[config.mk]
export PLATFORM = sky130hd
export DESIGN_NAME = cubehash_share_arb_flat
export DESIGN_NICKNAME = d
export VERILOG_FILES = /design/src/rtl/cubehash_share_arb_if.sv /design/src/rtl/cubehash_share_arb.sv /design/src/flat_wrapper.sv
export SDC_FILE = /design/constraint.sdc
export NUM_CORES = 2
export LEC_CHECK = 0
export CORE_AREA = 5 5 632 634
export DETAILED_ROUTE_END_ITERATION = 6
export DIE_AREA = 0 0 637 639
export PLACE_DENSITY = 0.34
export SYNTH_ARGS = -nofsm -noshare
export SYNTH_HDL_FRONTEND = slang
export SYNTH_SLANG_ARGS = --single-unit
[constraint.sdc]
create_clock -name clk -period 2.5 [get_ports clk]
set_clock_uncertainty 0.05 [all_clocks]
set_input_delay 0.5 -clock clk [delete_from_list [all_inputs] [get_ports clk]]
set_output_delay 0.5 -clock clk [all_outputs]
set_load 0.1 [all_outputs]
[src/rtl/cubehash_share_arb_if.sv]
// Bundle of source FIFO, destination FIFO and CubeHash core signals served by
// cubehash_share_arb; master is the arbiter side, slave the surrounding datapath.
interface cubehash_share_arb_if #(
  parameter int unsigned DATA_WIDTH = 256
);
  logic                  src0_empty;
  logic [DATA_WIDTH-1:0] src0_dout;
  logic                  src0_rd_en;
  logic                  src1_empty;
  logic [DATA_WIDTH-1:0] src1_dout;
  logic                  src1_rd_en;
  logic                  dst0_full;
  logic                  dst0_wr_en;
  logic [DATA_WIDTH-1:0] dst0_din;
  logic                  dst1_full;
  logic                  dst1_wr_en;
  logic [DATA_WIDTH-1:0] dst1_din;
  logic                  core_start;
  logic [DATA_WIDTH-1:0] core_din;
  logic                  core_done;
  logic [DATA_WIDTH-1:0] core_dout;

  modport master (
    input  src0_empty, src0_dout, src1_empty, src1_dout,
    input  dst0_full, dst1_full, core_done, core_dout,
    output src0_rd_en, src1_rd_en, dst0_wr_en, dst0_din,
    output dst1_wr_en, dst1_din, core_start, core_din
  );

  modport slave (
    output src0_empty, src0_dout, src1_empty, src1_dout,
    output dst0_full, dst1_full, core_done, core_dout,
    input  src0_rd_en, src1_rd_en, dst0_wr_en, dst0_din,
    input  dst1_wr_en, dst1_din, core_start, core_din
  );
endinterface

[src/rtl/cubehash_share_arb.sv]
// Shares one iterative CubeHash-256 core between two requesters (keccak->lyra2, skein->bmw).
// Define CUBE_ARB_DRAIN_PRIO_EN for fixed priority to requester 1; default is round-robin.
module cubehash_share_arb #(
  parameter int unsigned DATA_WIDTH     = 256,
  parameter int unsigned CNT_WIDTH      = 32,
  parameter int unsigned TIMEOUT_CYCLES = 4096
) (
  input  logic                 clk,
  input  logic                 rst,
  cubehash_share_arb_if.master bus,
  output logic                 grant_id,
  output logic [CNT_WIDTH-1:0] hash_cnt0,
  output logic [CNT_WIDTH-1:0] hash_cnt1,
  output logic [1:0]           err
);
  localparam int unsigned WD_W = (TIMEOUT_CYCLES > 1) ? $clog2(TIMEOUT_CYCLES) : 1;
  localparam logic [WD_W-1:0] WD_LAST = WD_W'(TIMEOUT_CYCLES - 1);

  typedef enum logic [2:0] {S_IDLE, S_RD, S_LD, S_START, S_RUN, S_WR} state_t;

  state_t                state_q, state_d;
  logic                  grant_q, grant_d, last_q, last_d;
  logic                  rd0_q, rd0_d, rd1_q, rd1_d, start_q, start_d;
  logic                  wr0_q, wr0_d, wr1_q, wr1_d;
  logic [DATA_WIDTH-1:0] din_q, din_d, dout0_q, dout0_d, dout1_q, dout1_d;
  logic [CNT_WIDTH-1:0]  cnt0_q, cnt0_d, cnt1_q, cnt1_d;
  logic [1:0]            err_q, err_d;
  logic [WD_W-1:0]       wd_q, wd_d;
  logic                  req0, req1, win, dst_full_g, do_wr;

  assign req0       = !bus.src0_empty && !bus.dst0_full;
  assign req1       = !bus.src1_empty && !bus.dst1_full;
  assign dst_full_g = grant_q ? bus.dst1_full : bus.dst0_full;

`ifdef CUBE_ARB_DRAIN_PRIO_EN
  assign win = req1;
`else
  assign win = (req0 && req1) ? !last_q : req1;
`endif

  always_comb begin
    state_d = state_q;
    grant_d = grant_q;
    last_d  = last_q;
    rd0_d   = 1'b0;
    rd1_d   = 1'b0;
    start_d = 1'b0;
    wr0_d   = 1'b0;
    wr1_d   = 1'b0;
    din_d   = din_q;
    dout0_d = dout0_q;
    dout1_d = dout1_q;
    cnt0_d  = cnt0_q;
    cnt1_d  = cnt1_q;
    err_d   = err_q;
    wd_d    = wd_q;
    do_wr   = 1'b0;

    if (bus.core_done && state_q != S_RUN) err_d[1] = 1'b1;

    unique case (state_q)
      S_IDLE: if (req0 || req1) begin
        grant_d = win;
        rd0_d   = !win;
        rd1_d   = win;
        state_d = S_RD;
      end
      S_RD: state_d = S_LD;
      S_LD: begin
        din_d   = grant_q ? bus.src1_dout : bus.src0_dout;
        start_d = 1'b1;
        state_d = S_START;
      end
      S_START: begin
        wd_d    = '0;
        state_d = S_RUN;
      end
      S_RUN: begin
        if (bus.core_done) begin
          if (grant_q) dout1_d = bus.core_dout;
          else         dout0_d = bus.core_dout;
          do_wr   = !dst_full_g;
          state_d = S_WR;
        end else if (TIMEOUT_CYCLES != 0 && wd_q == WD_LAST) begin
          err_d[0] = 1'b1;
          state_d  = S_IDLE;
        end else begin
          wd_d = wd_q + 1'b1;
        end
      end
      // The write strobe is registered on entry to WR; WR only lingers if the dst was full then.
      S_WR: begin
        if (wr0_q || wr1_q) state_d = S_IDLE;
        else                do_wr   = !dst_full_g;
      end
      default: state_d = S_IDLE;
    endcase

    if (do_wr) begin
      last_d = grant_q;
      if (grant_q) begin
        wr1_d  = 1'b1;
        cnt1_d = cnt1_q + 1'b1;
      end else begin
        wr0_d  = 1'b1;
        cnt0_d = cnt0_q + 1'b1;
      end
    end
  end

  always_ff @(posedge clk) begin
    if (rst) begin
      state_q <= S_IDLE;
      grant_q <= 1'b0;
      last_q  <= 1'b1;
      rd0_q   <= 1'b0;
      rd1_q   <= 1'b0;
      start_q <= 1'b0;
      wr0_q   <= 1'b0;
      wr1_q   <= 1'b0;
      din_q   <= '0;
      dout0_q <= '0;
      dout1_q <= '0;
      cnt0_q  <= '0;
      cnt1_q  <= '0;
      err_q   <= '0;
      wd_q    <= '0;
    end else begin
      state_q <= state_d;
      grant_q <= grant_d;
      last_q  <= last_d;
      rd0_q   <= rd0_d;
      rd1_q   <= rd1_d;
      start_q <= start_d;
      wr0_q   <= wr0_d;
      wr1_q   <= wr1_d;
      din_q   <= din_d;
      dout0_q <= dout0_d;
      dout1_q <= dout1_d;
      cnt0_q  <= cnt0_d;
      cnt1_q  <= cnt1_d;
      err_q   <= err_d;
      wd_q    <= wd_d;
    end
  end

  assign bus.src0_rd_en = rd0_q;
  assign bus.src1_rd_en = rd1_q;
  assign bus.core_start = start_q;
  assign bus.core_din   = din_q;
  assign bus.dst0_wr_en = wr0_q;
  assign bus.dst1_wr_en = wr1_q;
  assign bus.dst0_din   = dout0_q;
  assign bus.dst1_din   = dout1_q;
  assign grant_id       = grant_q;
  assign hash_cnt0      = cnt0_q;
  assign hash_cnt1      = cnt1_q;
  assign err            = err_q;
endmodule

[src/flat_wrapper.sv]
// flat-port wrapper written by rule: the top's interface ports become plain ports
module cubehash_share_arb_flat 
#(
  parameter int unsigned DATA_WIDTH     = 256,
  parameter int unsigned CNT_WIDTH      = 32,
  parameter int unsigned TIMEOUT_CYCLES = 4096
)
  (clk, rst, grant_id, hash_cnt0, hash_cnt1, err, bus_src0_empty, bus_src0_dout, bus_src1_empty, bus_src1_dout, bus_dst0_full, bus_dst1_full, bus_core_done, bus_core_dout, bus_src0_rd_en, bus_src1_rd_en, bus_dst0_wr_en, bus_dst0_din, bus_dst1_wr_en, bus_dst1_din, bus_core_start, bus_core_din);
  cubehash_share_arb_if #(.DATA_WIDTH(DATA_WIDTH)) bus_i ();
  input  logic clk;
  input  logic rst;
  output logic grant_id;
  output logic [CNT_WIDTH-1:0] hash_cnt0;
  output logic [CNT_WIDTH-1:0] hash_cnt1;
  output logic [1:0] err;
  input wire logic [$bits(bus_i.src0_empty)-1:0] bus_src0_empty;
  input wire logic [$bits(bus_i.src0_dout)-1:0] bus_src0_dout;
  input wire logic [$bits(bus_i.src1_empty)-1:0] bus_src1_empty;
  input wire logic [$bits(bus_i.src1_dout)-1:0] bus_src1_dout;
  input wire logic [$bits(bus_i.dst0_full)-1:0] bus_dst0_full;
  input wire logic [$bits(bus_i.dst1_full)-1:0] bus_dst1_full;
  input wire logic [$bits(bus_i.core_done)-1:0] bus_core_done;
  input wire logic [$bits(bus_i.core_dout)-1:0] bus_core_dout;
  output wire logic [$bits(bus_i.src0_rd_en)-1:0] bus_src0_rd_en;
  output wire logic [$bits(bus_i.src1_rd_en)-1:0] bus_src1_rd_en;
  output wire logic [$bits(bus_i.dst0_wr_en)-1:0] bus_dst0_wr_en;
  output wire logic [$bits(bus_i.dst0_din)-1:0] bus_dst0_din;
  output wire logic [$bits(bus_i.dst1_wr_en)-1:0] bus_dst1_wr_en;
  output wire logic [$bits(bus_i.dst1_din)-1:0] bus_dst1_din;
  output wire logic [$bits(bus_i.core_start)-1:0] bus_core_start;
  output wire logic [$bits(bus_i.core_din)-1:0] bus_core_din;
  assign bus_i.src0_empty = bus_src0_empty;
  assign bus_i.src0_dout = bus_src0_dout;
  assign bus_i.src1_empty = bus_src1_empty;
  assign bus_i.src1_dout = bus_src1_dout;
  assign bus_i.dst0_full = bus_dst0_full;
  assign bus_i.dst1_full = bus_dst1_full;
  assign bus_i.core_done = bus_core_done;
  assign bus_i.core_dout = bus_core_dout;
  assign bus_src0_rd_en = bus_i.src0_rd_en;
  assign bus_src1_rd_en = bus_i.src1_rd_en;
  assign bus_dst0_wr_en = bus_i.dst0_wr_en;
  assign bus_dst0_din = bus_i.dst0_din;
  assign bus_dst1_wr_en = bus_i.dst1_wr_en;
  assign bus_dst1_din = bus_i.dst1_din;
  assign bus_core_start = bus_i.core_start;
  assign bus_core_din = bus_i.core_din;
  cubehash_share_arb #(.DATA_WIDTH(DATA_WIDTH), .CNT_WIDTH(CNT_WIDTH), .TIMEOUT_CYCLES(TIMEOUT_CYCLES)) u_core (.clk(clk), .rst(rst), .bus(bus_i), .grant_id(grant_id), .hash_cnt0(hash_cnt0), .hash_cnt1(hash_cnt1), .err(err));
endmodule
Fig. 1: clock network drawn from the DEF
Drawn at 1 px/um.
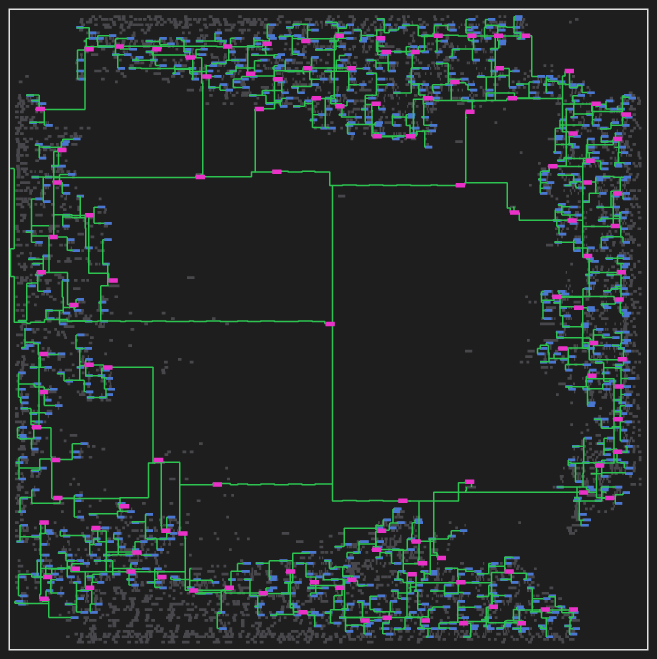
- cells driving clock nets: magenta (count 117)
- clock wires: green (length 16900 um)
- flip-flops: blue (count 856)
- flops lie: all over the die
part of the power in the clock network: 0.413
Clk. pwr: 0.0172 W
Insertion Delay late pin: 0.83 ns

Fig. 2: routing congestion
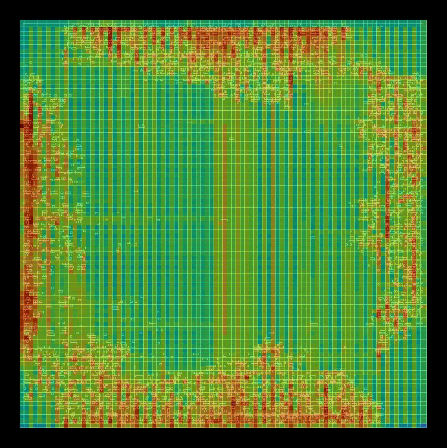
routing usage on met2: 0.254
met1 Use GR: 0.129

==> reports/metrics.yaml <==
avgRoutedWirePerCell_um: 25.8
outcome: "completed"
place.gp.congestion: 0.913
r2r_cells: 8
placed_area_mm2: 0.0543
rr_startpoint: "u_core.hash_cnt0[0]"
fin_ws_ns: 0.198
period_needed_ns: 2.30
maxCapViolations: 0
htree_levels: 3
drc: 0
start_kind: "flip-flop"
synth-cells-yosys: 3842
port_buffers: 1614
critPathRequiredTime_ns: 3.14
num_vias: 34514
antenna_left: 0
powerSeq_w: 0.0147
maxSlewViolCount: 0
drive_gt1_frac: 0.231
p_int_w: 0.0271
path_buffers: 2
[layer usage]
layer	global-route usage	vias up	routed length, um
met5	0	-	209
met4	0.0456	34	11800
met3	0.0398	344	20200
met2	0.254	1228	153000
met1	0.129	16498	95800
li1	-	16410	-
[area by class of cell]
class,count,area (um2)
fillers,45031,335000
flip-flops and latches,856,17200
repair buffers,1845,16500
multi-input cells,2673,14100
well taps,5242,6560
clock buffers,171,3330
clock inverters,37,509
diodes,27,67.6
inverters,6,22.5
[layout by cell type, fill, tap and decap left out, types with 5 or more instances in the layout]
master	instances
nand2_1	1058
buf_4	1017
dfxtp_1	828
clkdlybuf4s50_1	773
a21oi_1	539
nor2_1	329
mux2i_1	258
a211oi_1	258
clkbuf_16	117
buf_12	54
clkbuf_1	34
xnor2_1	31
nand3_1	29
diode_2	27
dfxtp_2	27
o21ai_0	20
clkbuf_8	20
nor3_1	19
xor2_1	16
clkinv_2	16
nand4_1	15
nor4_1	15
and4_1	10
or3_1	10
bufinv_16	9
inv_1	6
nand3b_1	5
and3_1	5
clkinv_4	5
[flip-flops by register name (all words and copies together), names as in the netlist]
register and count:
u_core.bus.core_din 256, u_core.bus.dst1_din 256, u_core.wd_q 12, u_core.bus.src0_rd_en 1, u_core.bus.dst0_din 256, u_core.bus.core_start 1
u_core.state_q 3, u_core.bus.dst0_wr_en 1, u_core.grant_id 1, u_core.bus.src1_rd_en 1, u_core.last_q 1, u_core.hash_cnt1 32
u_core.err 2, u_core.bus.dst1_wr_en 1, u_core.hash_cnt0 32
[logic make-up after synthesis]
family | share of synthesized area
AND-OR/OR-AND | 0.151
XOR/XNOR | 0.0127
adder cells (fa/ha/maj) | 0.00116
buffers and inverters | 0.0397
flip-flops | 0.527
multiplexers | 0.0798
AND/OR/NAND/NOR | 0.188
Power figures rest on the tool's default switching activity, not on a simulated workload.
